[src/rtl/mem_lsu.sv]
// Load/store unit: accepts one memory op per cycle, drives a req/gnt memory bus,
// tracks outstanding loads in an in-order FIFO and aligns/extends returning data.
module mem_lsu #(
    parameter int unsigned AW        = 32,
    parameter int unsigned DEPTH     = 4,
    parameter bit          ALIGN_CHK = 1'b1,
    parameter logic [3:0]  OPCAT_LD  = 4'h1,
    parameter logic [3:0]  OPCAT_ST  = 4'h2
) (
    input  logic          clk,
    input  logic          rst,
    input  logic          in_valid_i,
    output logic          in_ready_o,
    input  logic [5:0]    opcode_i,
    input  logic          signed_i,
    input  logic [AW-1:0] addr_i,
    input  logic [31:0]   wdata_i,
    output logic          bus_req_o,
    input  logic          bus_gnt_i,
    output logic          bus_we_o,
    output logic [AW-1:0] bus_addr_o,
    output logic [3:0]    bus_be_o,
    output logic [31:0]   bus_wdata_o,
    input  logic          bus_rvalid_i,
    input  logic [31:0]   bus_rdata_i,
    output logic          ld_valid_o,
    output logic [31:0]   ld_data_o,
    output logic          exc_valid_o,
    output logic          exc_st_o,
    output logic [AW-1:0] exc_addr_o,
    output logic          busy_o,
    output logic          err_o
);

    localparam int unsigned PW = $clog2(DEPTH);
    localparam int unsigned CW = PW + 1;
    localparam logic [CW-1:0] FULL = CW'(DEPTH);

    localparam logic [1:0] SC_BYTE = 2'b00;
    localparam logic [1:0] SC_HALF = 2'b01;
    localparam logic [1:0] SC_ILL  = 2'b10;
    localparam logic [1:0] SC_WORD = 2'b11;

    typedef struct packed {
        logic [1:0] scope;
        logic       sgn;
        logic [1:0] off;
    } entry_t;

    logic          req_q, req_d;
    logic          we_q, we_d;
    logic [AW-1:0] addr_q, addr_d;
    logic [3:0]    be_q, be_d;
    logic [31:0]   wdata_q, wdata_d;

    entry_t        fifo_q [DEPTH];
    entry_t        fifo_d [DEPTH];
    logic [PW-1:0] wr_ptr_q, wr_ptr_d;
    logic [PW-1:0] rd_ptr_q, rd_ptr_d;
    logic [CW-1:0] count_q, count_d;

    logic          ld_valid_q, ld_valid_d;
    logic [31:0]   ld_data_q, ld_data_d;
    logic          exc_valid_q, exc_valid_d;
    logic          exc_st_q, exc_st_d;
    logic [AW-1:0] exc_addr_q, exc_addr_d;
    logic          err_q, err_d;

    logic [3:0]    opcat;
    logic [1:0]    scope;
    logic          is_ld, is_st, misaligned, trap;
    logic [1:0]    eff_off;
    logic          in_ready, accept, issue, push, pop;
    entry_t        head;
    logic [7:0]    byte_sel;
    logic [15:0]   half_sel;
    logic [31:0]   ld_res;

    always_comb begin
        opcat      = opcode_i[5:2];
        scope      = opcode_i[1:0];
        is_ld      = (opcat == OPCAT_LD);
        is_st      = (opcat == OPCAT_ST);
        misaligned = ((scope == SC_HALF) && addr_i[0]) ||
                     ((scope == SC_WORD) && (addr_i[1:0] != 2'b00));
        trap       = (is_ld || is_st) && ((scope == SC_ILL) || (ALIGN_CHK && misaligned));
        // Without alignment checking a misaligned access is issued at offset 0.
        eff_off    = misaligned ? 2'b00 : addr_i[1:0];
        in_ready   = (!req_q || bus_gnt_i) && (count_q < FULL);
        accept     = in_valid_i && in_ready;
        issue      = accept && (is_ld || is_st) && !trap;
        push       = issue && is_ld;
        pop        = bus_rvalid_i && (count_q != '0);
    end

    always_comb begin
        req_d   = req_q;
        we_d    = we_q;
        addr_d  = addr_q;
        be_d    = be_q;
        wdata_d = wdata_q;
        if (req_q && bus_gnt_i) begin
            req_d = 1'b0;
        end
        if (issue) begin
            req_d  = 1'b1;
            we_d   = is_st;
            addr_d = {addr_i[AW-1:2], 2'b00};
            case (scope)
                SC_BYTE: be_d = 4'b0001 << eff_off;
                SC_HALF: be_d = 4'b0011 << eff_off;
                default: be_d = 4'b1111;
            endcase
            wdata_d = '0;
            if (is_st) begin
                case (scope)
                    SC_BYTE: wdata_d = {4{wdata_i[7:0]}};
                    SC_HALF: wdata_d = {2{wdata_i[15:0]}};
                    default: wdata_d = wdata_i;
                endcase
            end
        end
    end

    always_comb begin
        fifo_d   = fifo_q;
        wr_ptr_d = wr_ptr_q;
        rd_ptr_d = rd_ptr_q;
        count_d  = count_q;
        if (push) begin
            fifo_d[wr_ptr_q] = entry_t'({scope, signed_i, eff_off});
            wr_ptr_d         = wr_ptr_q + PW'(1);
        end
        if (pop) begin
            rd_ptr_d = rd_ptr_q + PW'(1);
        end
        case ({push, pop})
            2'b10:   count_d = count_q + CW'(1);
            2'b01:   count_d = count_q - CW'(1);
            default: count_d = count_q;
        endcase
    end

    always_comb begin
        head = fifo_q[rd_ptr_q];
        case (head.off)
            2'd0:    byte_sel = bus_rdata_i[7:0];
            2'd1:    byte_sel = bus_rdata_i[15:8];
            2'd2:    byte_sel = bus_rdata_i[23:16];
            default: byte_sel = bus_rdata_i[31:24];
        endcase
        half_sel = head.off[1] ? bus_rdata_i[31:16] : bus_rdata_i[15:0];
        case (head.scope)
            SC_BYTE: ld_res = {{24{head.sgn & byte_sel[7]}}, byte_sel};
            SC_HALF: ld_res = {{16{head.sgn & half_sel[15]}}, half_sel};
            default: ld_res = bus_rdata_i;
        endcase

        ld_valid_d  = pop;
        ld_data_d   = pop ? ld_res : ld_data_q;
        exc_valid_d = accept && trap;
        exc_st_d    = (accept && trap) ? is_st : exc_st_q;
        exc_addr_d  = (accept && trap) ? addr_i : exc_addr_q;
        // A response with nothing outstanding is a protocol error that stays visible.
        err_d       = err_q || (bus_rvalid_i && (count_q == '0));
    end

    always_ff @(posedge clk or posedge rst) begin
        if (rst) begin
            req_q       <= 1'b0;
            we_q        <= 1'b0;
            addr_q      <= '0;
            be_q        <= '0;
            wdata_q     <= '0;
            fifo_q      <= '{default: '0};
            wr_ptr_q    <= '0;
            rd_ptr_q    <= '0;
            count_q     <= '0;
            ld_valid_q  <= 1'b0;
            ld_data_q   <= '0;
            exc_valid_q <= 1'b0;
            exc_st_q    <= 1'b0;
            exc_addr_q  <= '0;
            err_q       <= 1'b0;
        end else begin
            req_q       <= req_d;
            we_q        <= we_d;
            addr_q      <= addr_d;
            be_q        <= be_d;
            wdata_q     <= wdata_d;
            fifo_q      <= fifo_d;
            wr_ptr_q    <= wr_ptr_d;
            rd_ptr_q    <= rd_ptr_d;
            count_q     <= count_d;
            ld_valid_q  <= ld_valid_d;
            ld_data_q   <= ld_data_d;
            exc_valid_q <= exc_valid_d;
            exc_st_q    <= exc_st_d;
            exc_addr_q  <= exc_addr_d;
            err_q       <= err_d;
        end
    end

    assign in_ready_o  = in_ready;
    assign bus_req_o   = req_q;
    assign bus_we_o    = we_q;
    assign bus_addr_o  = addr_q;
    assign bus_be_o    = be_q;
    assign bus_wdata_o = wdata_q;
    assign ld_valid_o  = ld_valid_q;
    assign ld_data_o   = ld_data_q;
    assign exc_valid_o = exc_valid_q;
    assign exc_st_o    = exc_st_q;
    assign exc_addr_o  = exc_addr_q;
    assign busy_o      = req_q || (count_q != '0);
    assign err_o       = err_q;

endmodule

[config.mk]
export PLATFORM = sky130hd
export DESIGN_NAME = mem_lsu
export DESIGN_NICKNAME = d
export VERILOG_FILES = /design/src/rtl/mem_lsu.sv
export SDC_FILE = /design/constraint.sdc
export NUM_CORES = 1
export LEC_CHECK = 0
export CAP_MARGIN = 20
export CORE_ASPECT_RATIO = 1.75
export CORE_MARGIN = 2
export CORE_UTILIZATION = 30
export DETAILED_ROUTE_END_ITERATION = 7
export GPL_ROUTABILITY_DRIVEN = 0
export PLACE_DENSITY = 0.66
export SYNTH_ARGS = -nofsm -noshare
export SYNTH_HDL_FRONTEND = slang
export SYNTH_SLANG_ARGS = --single-unit
[constraint.sdc]
create_clock -name clk -period 7.6 [get_ports clk]
set_input_delay 1.52 -clock clk [delete_from_list [all_inputs] [get_ports clk]]
set_output_delay 1.52 -clock clk [all_outputs]
set_load 0.02 [all_outputs]
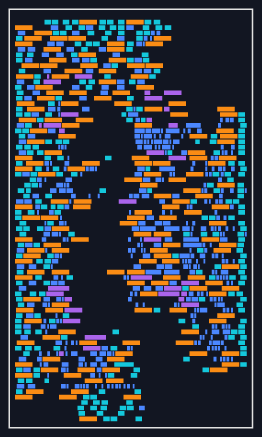
(images/cell_classes.png)
clock drivers and dummy loads: in purple, cells 32. flip-flops: in orange, cells 163. all other logic: in blue, cells 410. other buffers and delay cells: in cyan, cells 255.

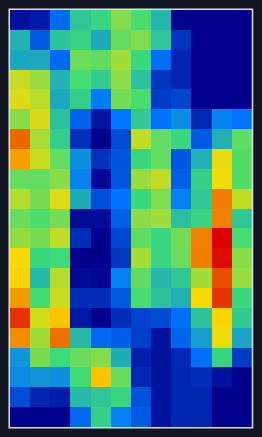
(images/wire_density.png)
12 x 21 tiles, from dark blue (low) to red (high), scaled to the fullest tile. Values are wire area over tile area, all layers added.
The emptiest ninth of the die: upper right. 13% of the tiles are nearly empty. The fullest tile reaches 0.36. The densest ninth of the die: middle right. The mean over all tiles is 0.13.

==> run_results.csv <==
group,metric,value,unit
die,fp-row-count,74,
clock_network,hold_buffers,0,
critical_path,cp-start-kind,"input pin",
job,tool_warnings,30,
clock_network,post_cts_buffers,0,
critical_path,cp_max_fo,3,
placement,placed_cell_area,9938,um^2
logic_synthesis,synthCells,614,
logic_synthesis,netlist_area,7184,um^2
critical_path,crit_path_end_kind,"output port",
critical_path,crit_required,6080,ps
timing,period_needed,4394,ps
global_routing,grt_pass1_wl,33160,um
clock_network,htree_levels,4,
timing,finalSetupViolCount,0,
global_routing,grt_start_max_net_pins,104,
cells_and_area,design_area,10610,um^2
clock_network,cts_made_buffers,17,
critical_path,arrival,2870,ps
routing,num_vias,5551,
timing,hold_slack,455.1,ps
logic_synthesis,ys.flop_type,"dfrtp_1",
logic_synthesis,ys_seq_frac,0.5677,
timing,finalHoldViolCount,0,
logic_synthesis,synth_cell_types,43,
die,die_w,121.0,um
cells_and_area,final_nets,961,
die,initial_core_util,0.3067,
global_routing,grt_pass1_vias,5821,
timing,period_used_share,0.5781,
placement,hpwlAfterDp,15240,um
logic_synthesis,avgSynthCellArea,11.70,um^2
clock_network,clock-sinks,163,
placement,dp_slack,3158,ps
logic_synthesis,yosys_register_bits,163,
clock_network,clk_pin_slew,60,ps
timing,fin_ws,3206,ps
timing,fin_skew,10.01,ps
hold_path,hp-class,"flip-flop to flip-flop",
routing,drt_first_iter_violations,309,
logic_synthesis,yosys-stat-area,7184,um^2
clock_network,cts_tree,"done",
clock_network,cts_root_buf,"clkbuf_16",
placement,port-buffer-count,245,
routing,firstDrtPassIters,4,
routing,viasPerCell,4.769,
cells_and_area,syn_to_final_growth,47.61,%
critical_path,worstSetupPathType,"input pin to output port",
pwr,p_leak,4.591,nW
clock_network,cts_resized,0,
pwr,powerDensity,341.6,nW/um^2
die,coreArea,23430,um^2
logic_synthesis,edf_count,0,
global_routing,grt-ovfl-total,0,
die,ios,248,
job,drv_cap,0,
routing,routed_wl,21290,um
cells_and_area,antenna_cells,0,
die,die_h,208.7,um
cells_and_area,drive_gt1_frac,0.1686,
timing,report.final.slew_viol_count,0,
timing,tns,0,ps
clock_network,ctsLongestPathBuffers,2,
die,chip_area,25250,um^2
routing,route.detailed.drc,0,
pwr,max-vdd-ir-drop,0.2532,mV
global_routing,gr-usage-all-layers,0.1709,
timing,max_freq,0.2276,GHz
timing,max_slew_margin,0.3038,
routing,ant_nets,0,
global_routing,antenna_found_initial,1,
routing,wl_per_cell,18.29,um
logic_synthesis,synth_stat.cells,614,
timing,rsz0062_at_grt,"false",
run_status,status,"completed",
clock_network,clock_latency,430,ps
logic_synthesis,async_flop_share,1.000,
logic_synthesis,yosys_warnings,0,
timing,worst_pin_slew,1040,ps
metrics by stage:
step                        util  total power [mW]  cells
after global placement    0.4243             2.682   1131
after CTS                 0.4516             3.667   1163
after detailed placement  0.4243             2.703   1131
final                     0.4527             3.623   1164
after floorplan                -             2.000    615
after global routing      0.4527             3.808   1164
flip-flops by register name (all words and copies together), names as in the netlist:
name         cells
bus_wdata_o     32
bus_be_o         4
exc_st_o         1
err_o            1
bus_req_o        1
rd_ptr_q         2
exc_addr_o      32
bus_we_o         1
fifo_q          20
bus_addr_o      30
wr_ptr_q         2
count_q          3
exc_valid_o      1
ld_valid_o       1
ld_data_o       32
synth_stat cells, types with 2 or more instances:
cell | number | area, um^2
xnor2_1 | 4 | 35.03
o22ai_1 | 13 | 81.33
nand3b_1 | 2 | 15.01
buf_1 | 6 | 22.52
buf_2 | 4 | 20.02
o21ai_0 | 26 | 130.1
clkbuf_1 | 29 | 108.9
or3b_2 | 2 | 17.52
dfrtp_1 | 163 | 4079
mux2_2 | 89 | 1002
o31ai_1 | 25 | 187.7
a21oi_1 | 25 | 125.1
nand3_1 | 32 | 160.2
nand2_1 | 91 | 341.6
inv_1 | 11 | 41.29
mux2i_1 | 25 | 250.2
nor2_1 | 26 | 97.59
mux4_2 | 6 | 135.1
nor2b_1 | 2 | 12.51
ha_1 | 5 | 62.56
xor2_1 | 3 | 26.28
buf_4 | 2 | 15.01
nand2b_1 | 3 | 18.77
final timing paths:
kind	start	to	slack, ps	depth (start not counted)
max in group asynchronous	rst	fifo_q[7]	4780	4
min in group asynchronous	rst	bus_we_o	1370	2
worst min-delay path	err_o	err_o	460	1
worst min register to register	err_o	err_o	460	1
worst max-delay path	bus_gnt_i	in_ready_o	3210	4
worst max register to register	rd_ptr_q[0]	ld_data_o[16]	4840	4
cell families after synthesis:
group | share of synthesized area
and+or+nand+nor | 0.1012
DFF | 0.5677
muxes | 0.1931
AOI/OAI and AO/OA | 0.08691
buffers and inverters | 0.03048
xor gates and xnor gates | 0.008534
adders and majority gates | 0.01149
other | 0.0005220
layout make-up:
type	instances	area [um^2]
fill	2177	12820
sequential	163	4079
multi-input combinational	399	2913
timing repair buffer	255	2547
clock buffer	19	442.9
tap	304	380.4
clock inverter	13	196.4
inverter	11	46.29
placed cells by master (no fill, tap or decap), types with 4 or more instances in the layout:
cell type	n
buf_4	9
dfrtp_1	163
nand3_1	32
ha_1	5
nor2_1	26
clkdlybuf4s50_1	245
o22ai_1	13
mux2i_1	25
o31ai_1	24
o21ai_0	26
bufinv_16	4
a21oi_1	25
xnor2_1	4
mux4_2	6
mux2_2	89
nand2_1	91
inv_1	10
inv_6	4
clkbuf_16	17
metal layers:
| layer | routed length (um) | GRT usage |
|---|---|---|
| met1 | 7865 | 0.1896 |
| met2 | 11780 | 0.3154 |
| met3 | 1419 | 0.04776 |
| met4 | 224 | 0.04370 |
| met5 | 0 | 0 |
where the power goes:
group          total [mW]  switching [mW]  internal, mW
Sequential           1.30           0.167          1.13
Combinational        1.37           0.681         0.693
Clock               0.949           0.383         0.566
Total                3.62            1.23          2.39
worst max-delay path, cell delays in order:
cell,delay [ps]
clkdlybuf4s50_1,460
nand2b_1,140
nor2b_1,140
clkdlybuf4s50_1,610
Power figures rest on the tool's default switching activity, not on a simulated workload.
